[config.mk]
export PLATFORM = sky130hd
export DESIGN_NAME = fht_input_loader_flat
export DESIGN_NICKNAME = d
export VERILOG_FILES = /design/src/rtl/fht_pkg.sv /design/src/rtl/fht_input_loader_if.sv /design/src/rtl/fht_bitrev.sv /design/src/rtl/fht_input_loader.sv /design/src/flat_wrapper.sv
export SDC_FILE = /design/constraint.sdc
export NUM_CORES = 1
export LEC_CHECK = 0
export CORE_MARGIN = 4
export CORE_UTILIZATION = 47
export CTS_BUF_LIST = sky130_fd_sc_hd__clkbuf_8
export CTS_CLUSTER_DIAMETER = 50
export DETAILED_ROUTE_END_ITERATION = 10
export GPL_ROUTABILITY_DRIVEN = 0
export PLACE_DENSITY_LB_ADDON = 0.15
export SLEW_MARGIN = 30
export SYNTH_ARGS = -nofsm -noshare
export SYNTH_HDL_FRONTEND = slang
export SYNTH_SLANG_ARGS = --single-unit
[constraint.sdc]
create_clock -name iCLK_2 -period 1.93 [get_ports iCLK_2]
set_input_delay 0.4825 -clock iCLK_2 [delete_from_list [all_inputs] [get_ports iCLK_2]]
set_output_delay 0.4825 -clock iCLK_2 [all_outputs]
set_load 0.05 [all_outputs]
[src/rtl/fht_pkg.sv]
// Shared FHT definitions: frame size, bank count, loader state encoding
// and a bit-reverse helper for code that wants the reversal as a function.
package fht_pkg;

    localparam int N_POINTS = 1024;
    localparam int N_BANK   = 4;
    localparam int CNT_BIT  = 10;

    typedef enum logic [2:0] {
        IDLE      = 3'd0,
        LOAD      = 3'd1,
        START     = 3'd2,
        WAIT_BUSY = 3'd3,
        WAIT_DONE = 3'd4
    } loader_state_t;

    function automatic logic [CNT_BIT-1:0] bit_reverse(input logic [CNT_BIT-1:0] v);
        logic [CNT_BIT-1:0] r;
        for (int i = 0; i < CNT_BIT; i++) begin
            r[i] = v[CNT_BIT-1-i];
        end
        return r;
    endfunction

endpackage

[src/rtl/fht_input_loader_if.sv]
// Sample stream in, bank write port out, plus the FHT controller hand-off.
//
// Sample handshake: a sample on iDATA is transferred on a rising edge where
// iVALID and oREADY are both high and iABORT is low. oREADY does not depend
// on iVALID. iVALID with oREADY low is simply ignored; the source keeps or
// drops the sample as it likes, the loader stores nothing.
interface fht_input_loader_if #(
    parameter int D_BIT = 16,
    parameter int A_BIT = 8
);
    import fht_pkg::*;

    logic [D_BIT-1:0]  iDATA;
    logic              iVALID;
    logic              oREADY;
    logic              iABORT;
    logic              iFHT_RDY;
    logic              oSTART;
    logic [A_BIT-1:0]  oADDR_WR;
    logic [D_BIT-1:0]  oDATA_WR;
    logic [N_BANK-1:0] oWE;
    logic              oBUSY;

    modport master (
        output iDATA, iVALID, iABORT, iFHT_RDY,
        input  oREADY, oSTART, oADDR_WR, oDATA_WR, oWE, oBUSY
    );

    modport slave (
        input  iDATA, iVALID, iABORT, iFHT_RDY,
        output oREADY, oSTART, oADDR_WR, oDATA_WR, oWE, oBUSY
    );

endinterface

[src/rtl/fht_bitrev.sv]
// Purely combinational bit reversal of a W-bit word.
module fht_bitrev #(
    parameter int W = 10
) (
    input  logic [W-1:0] din,
    output logic [W-1:0] dout
);

    // Mirror the bit order: dout[i] = din[W-1-i].
    for (genvar i = 0; i < W; i++) begin : g_rev
        assign dout[i] = din[W-1-i];
    end

endmodule

[src/rtl/fht_input_loader.sv]
// FHT input loader: accepts a 1024-sample frame, scatters it over four
// memory banks, then starts the FHT controller and waits for it to finish.
// Define FHT_LOADER_BITREV_EN to store samples in bit-reversed order;
// without it samples are stored in natural order.
module fht_input_loader
    import fht_pkg::*;
#(
    parameter int D_BIT = 16,
    parameter int A_BIT = 8
) (
    input  logic                iCLK_2,
    input  logic                iRESET,
    fht_input_loader_if.slave   bus,
    output loader_state_t       state_dbg
);

    localparam int CNT_W = A_BIT + 2;   // two extra bits select the bank

    loader_state_t     state, state_nxt;
    logic [CNT_W-1:0]  n_q;
    logic [CNT_W-1:0]  r;
    logic              accept;
    logic [N_BANK-1:0] we_q;
    logic [A_BIT-1:0]  addr_q;
    logic [D_BIT-1:0]  data_q;

    // An abort cycle never writes, even if a sample is offered.
    assign accept = bus.iVALID && (state == LOAD) && !bus.iABORT;

`ifdef FHT_LOADER_BITREV_EN
    fht_bitrev #(.W(CNT_W)) u_bitrev (
        .din  (n_q),
        .dout (r)
    );
`else
    assign r = n_q;
`endif

    // State register.
    always_ff @(posedge iCLK_2 or negedge iRESET) begin
        if (!iRESET) state <= IDLE;
        else         state <= state_nxt;
    end

    // Next-state decode; abort overrides every other transition.
    always_comb begin
        state_nxt = state;
        if (bus.iABORT) begin
            state_nxt = IDLE;
        end else begin
            case (state)
                IDLE:      if (bus.iFHT_RDY)  state_nxt = LOAD;
                LOAD:      if (accept && (&n_q)) state_nxt = START;
                START:     state_nxt = WAIT_BUSY;
                WAIT_BUSY: if (!bus.iFHT_RDY) state_nxt = WAIT_DONE;
                WAIT_DONE: if (bus.iFHT_RDY)  state_nxt = IDLE;
                default:   state_nxt = IDLE;
            endcase
        end
    end

    // Sample counter; wraps to 0 naturally after the last sample of a frame.
    always_ff @(posedge iCLK_2 or negedge iRESET) begin
        if (!iRESET)         n_q <= '0;
        else if (bus.iABORT) n_q <= '0;
        else if (accept)     n_q <= n_q + 1'b1;
    end

    // Bank write port, one cycle behind the accept; enable is a single pulse.
    always_ff @(posedge iCLK_2 or negedge iRESET) begin
        if (!iRESET) begin
            we_q   <= '0;
            addr_q <= '0;
            data_q <= '0;
        end else begin
            we_q <= '0;
            if (accept) begin
                we_q   <= N_BANK'(1) << r[CNT_W-1 -: 2];
                addr_q <= r[A_BIT-1:0];
                data_q <= bus.iDATA;
            end
        end
    end

    assign bus.oREADY   = (state == LOAD);
    assign bus.oSTART   = (state == START);
    assign bus.oBUSY    = (state != IDLE);
    assign bus.oWE      = we_q;
    assign bus.oADDR_WR = addr_q;
    assign bus.oDATA_WR = data_q;
    assign state_dbg    = state;

endmodule
[src/flat_wrapper.sv]
// flat-port wrapper written by rule: the top's interface ports become plain ports
module fht_input_loader_flat import fht_pkg::*;
#(
    parameter int D_BIT = 16,
    parameter int A_BIT = 8
)
  (iCLK_2, iRESET, state_dbg, bus_iDATA, bus_iVALID, bus_iABORT, bus_iFHT_RDY, bus_oREADY, bus_oSTART, bus_oADDR_WR, bus_oDATA_WR, bus_oWE, bus_oBUSY);
  fht_input_loader_if #(.D_BIT(D_BIT), .A_BIT(A_BIT)) bus_i ();
  input  logic iCLK_2;
  input  logic iRESET;
  output loader_state_t state_dbg;
  input wire logic [$bits(bus_i.iDATA)-1:0] bus_iDATA;
  input wire logic [$bits(bus_i.iVALID)-1:0] bus_iVALID;
  input wire logic [$bits(bus_i.iABORT)-1:0] bus_iABORT;
  input wire logic [$bits(bus_i.iFHT_RDY)-1:0] bus_iFHT_RDY;
  output wire logic [$bits(bus_i.oREADY)-1:0] bus_oREADY;
  output wire logic [$bits(bus_i.oSTART)-1:0] bus_oSTART;
  output wire logic [$bits(bus_i.oADDR_WR)-1:0] bus_oADDR_WR;
  output wire logic [$bits(bus_i.oDATA_WR)-1:0] bus_oDATA_WR;
  output wire logic [$bits(bus_i.oWE)-1:0] bus_oWE;
  output wire logic [$bits(bus_i.oBUSY)-1:0] bus_oBUSY;
  assign bus_i.iDATA = bus_iDATA;
  assign bus_i.iVALID = bus_iVALID;
  assign bus_i.iABORT = bus_iABORT;
  assign bus_i.iFHT_RDY = bus_iFHT_RDY;
  assign bus_oREADY = bus_i.oREADY;
  assign bus_oSTART = bus_i.oSTART;
  assign bus_oADDR_WR = bus_i.oADDR_WR;
  assign bus_oDATA_WR = bus_i.oDATA_WR;
  assign bus_oWE = bus_i.oWE;
  assign bus_oBUSY = bus_i.oBUSY;
  fht_input_loader #(.D_BIT(D_BIT), .A_BIT(A_BIT)) u_core (.iCLK_2(iCLK_2), .iRESET(iRESET), .bus(bus_i), .state_dbg(state_dbg));
endmodule
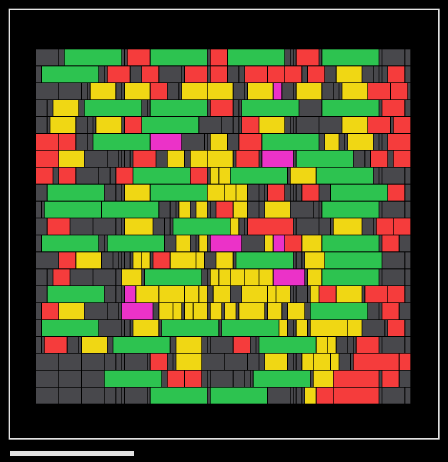
Figure 1: cells coloured by class.
Bar = 20 microns. Fill, decap, tap and diode cells in grey.
| colour | class | cells | share of their area |
|---|---|---|---|
| yellow | all other logic | 88 | 29% |
| red | other buffers and delay cells | 65 | 24% |
| magenta | clock drivers and dummy loads | 8 | 3.5% |
| green | flip-flops | 41 | 43% |
sequential cell area share: 0.420
area inside the core boundary: 3440 sq um
count of standard-cell rows: 21

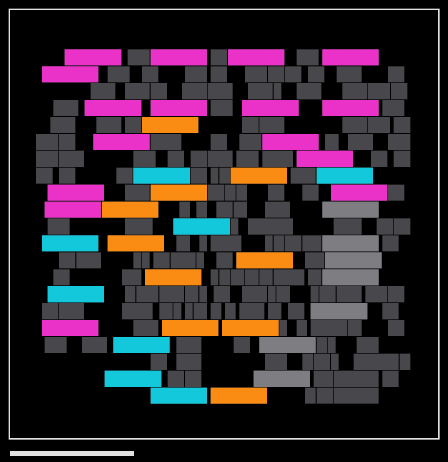
Figure 2: sequential cells coloured by netlist name.
Bar = 20 microns.
| colour | name in the netlist | flops |
|---|---|---|
| cyan | u_core.bus.oADDR_WR | 8 |
| magenta | u_core.bus.oDATA_WR | 16 |
| orange | u_core.n_q | 10 |
not coloured: 7
sequential group power: 0.993 mW
Sequential cell area: 1030 sq um
final design utilization: 0.710

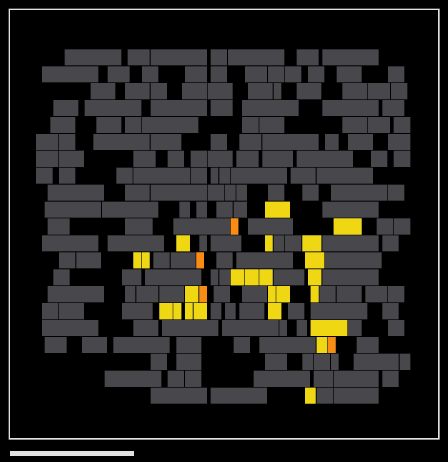
Figure 3: gate families picked out.
Bar = 20 microns.
| colour | family | cells | most used |
|---|---|---|---|
| orange | inverters | 4 | inv_1 |
| yellow | NOR gates | 24 | nor2_1 |
multi-input logic portion of the cell area: 0.278
count of placed standard cells in the final layout, fillers left out: 248

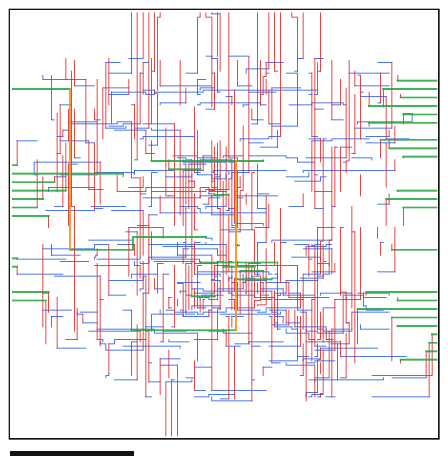
Figure 4: signal wires by layer.
Bar = 20 microns.
| colour | layer | wire length |
|---|---|---|
| blue | met1 | 1360 microns |
| green | met3 | 315 microns |
| orange | met4 | 53.0 microns |
| red | met2 | 2030 microns |
total global routing track utilization: 0.180
routed wire length: 3.77 mm
total number of vias: 1336
post-DR wirelength/cell: 15.2 microns

==> Table 3: Implementation characteristics <==
Table: implementation figures

Parameter                              Value

Power
  Seq pwr share    0.454
  Comb power    0.668 mW
  Clock group power    0.528 mW

Final timing
  Maximum frequency from static timing analysis    530 MHz
  RSZ-0062 raised after global routing    false
  Final Slew Violations    0
  Final Hold Violation Tally    0
  Normalized max-slew margin    0.749
  Endpoints failing setup    0
  Clock tree skew after final layout    0.00395 ns

Detailed routing
  Number of vias per cell    5.39
  Wire length on met2    2.03 mm
  DRT antenna net count    0

Clock network
  Max Root-Sink Buffers    2
  Number of buffers added for setup after CTS    0
  Clk ins delay skew pair    0.29 ns

Worst setup path
  Peak fanout along the critical path    6
  Cell count of the worst reg-to-reg path    4
  Critical path startpoint    u_core.state_dbg[2]
  Critical Setup Path Class    flip-flop to output pin
  Crit. End Element    output pin

Placed design
  Placement-stage worst setup slack    -0.167 ns
  Input/output buffers    54
  DP Wirelength    2.92 mm

GRT
  Antenna violations before repair    0
  Via count of the first global-routing pass    1407
  Remaining Overflow, GRT    0
  First-pass GRT wire length    6.29 mm
  GR peak layer    met2
  Met1 Use GR    0.190
  Pin count of the biggest net entering global routing    20

Synth
  Total cell area reported by yosys after synthesis    1740 sq um
  Synth Net Count    157
  Synth Area in Compound Gates    0.0446
  Adder-cell share of the synthesized area    0.00720
  Prevailing post-synth register cell    sky130_fd_sc_hd__dfrtp_1
  Fraction of synthesized cell area in xor and xnor cells    0.00504
  Leading area contributor after synthesis    sky130_fd_sc_hd__dfrtp_1
  Count of warnings emitted by yosys    0
  Tally of unique sky130hd cells used after synthesis    30
  Number of instances in the synthesized netlist    135

Final layout
  Relative area change from synthesis to final layout    40.7%
  Max FFs per register    16
  Antenna diodes    0

Status
  Status    finished, final reports clean
## cells in the mapped netlist (3+ instances only)
cell type                 count
sky130_fd_sc_hd__a21oi_1      4
sky130_fd_sc_hd__dfrtp_1     41
sky130_fd_sc_hd__inv_1        4
sky130_fd_sc_hd__mux2_2      27
sky130_fd_sc_hd__nand2_1      5
sky130_fd_sc_hd__nand3_1      4
sky130_fd_sc_hd__nor2_1       7
sky130_fd_sc_hd__nor2b_1      4
sky130_fd_sc_hd__nor3_1       3
sky130_fd_sc_hd__nor4_1       6
sky130_fd_sc_hd__o31ai_1      3
sky130_fd_sc_hd__or4_1        3
## final cells by class
cell class                 instances  area, sq um
fill                             249          997
multi-input combinational         84          681
timing repair buffer              65          583
clock inverter                     3         13.8
sequential                        41         1030
clock buffer                       5         68.8
tap                               46         57.6
inverter                           4         15.0
No activity file was given, so power comes from the tool's default toggle rates.
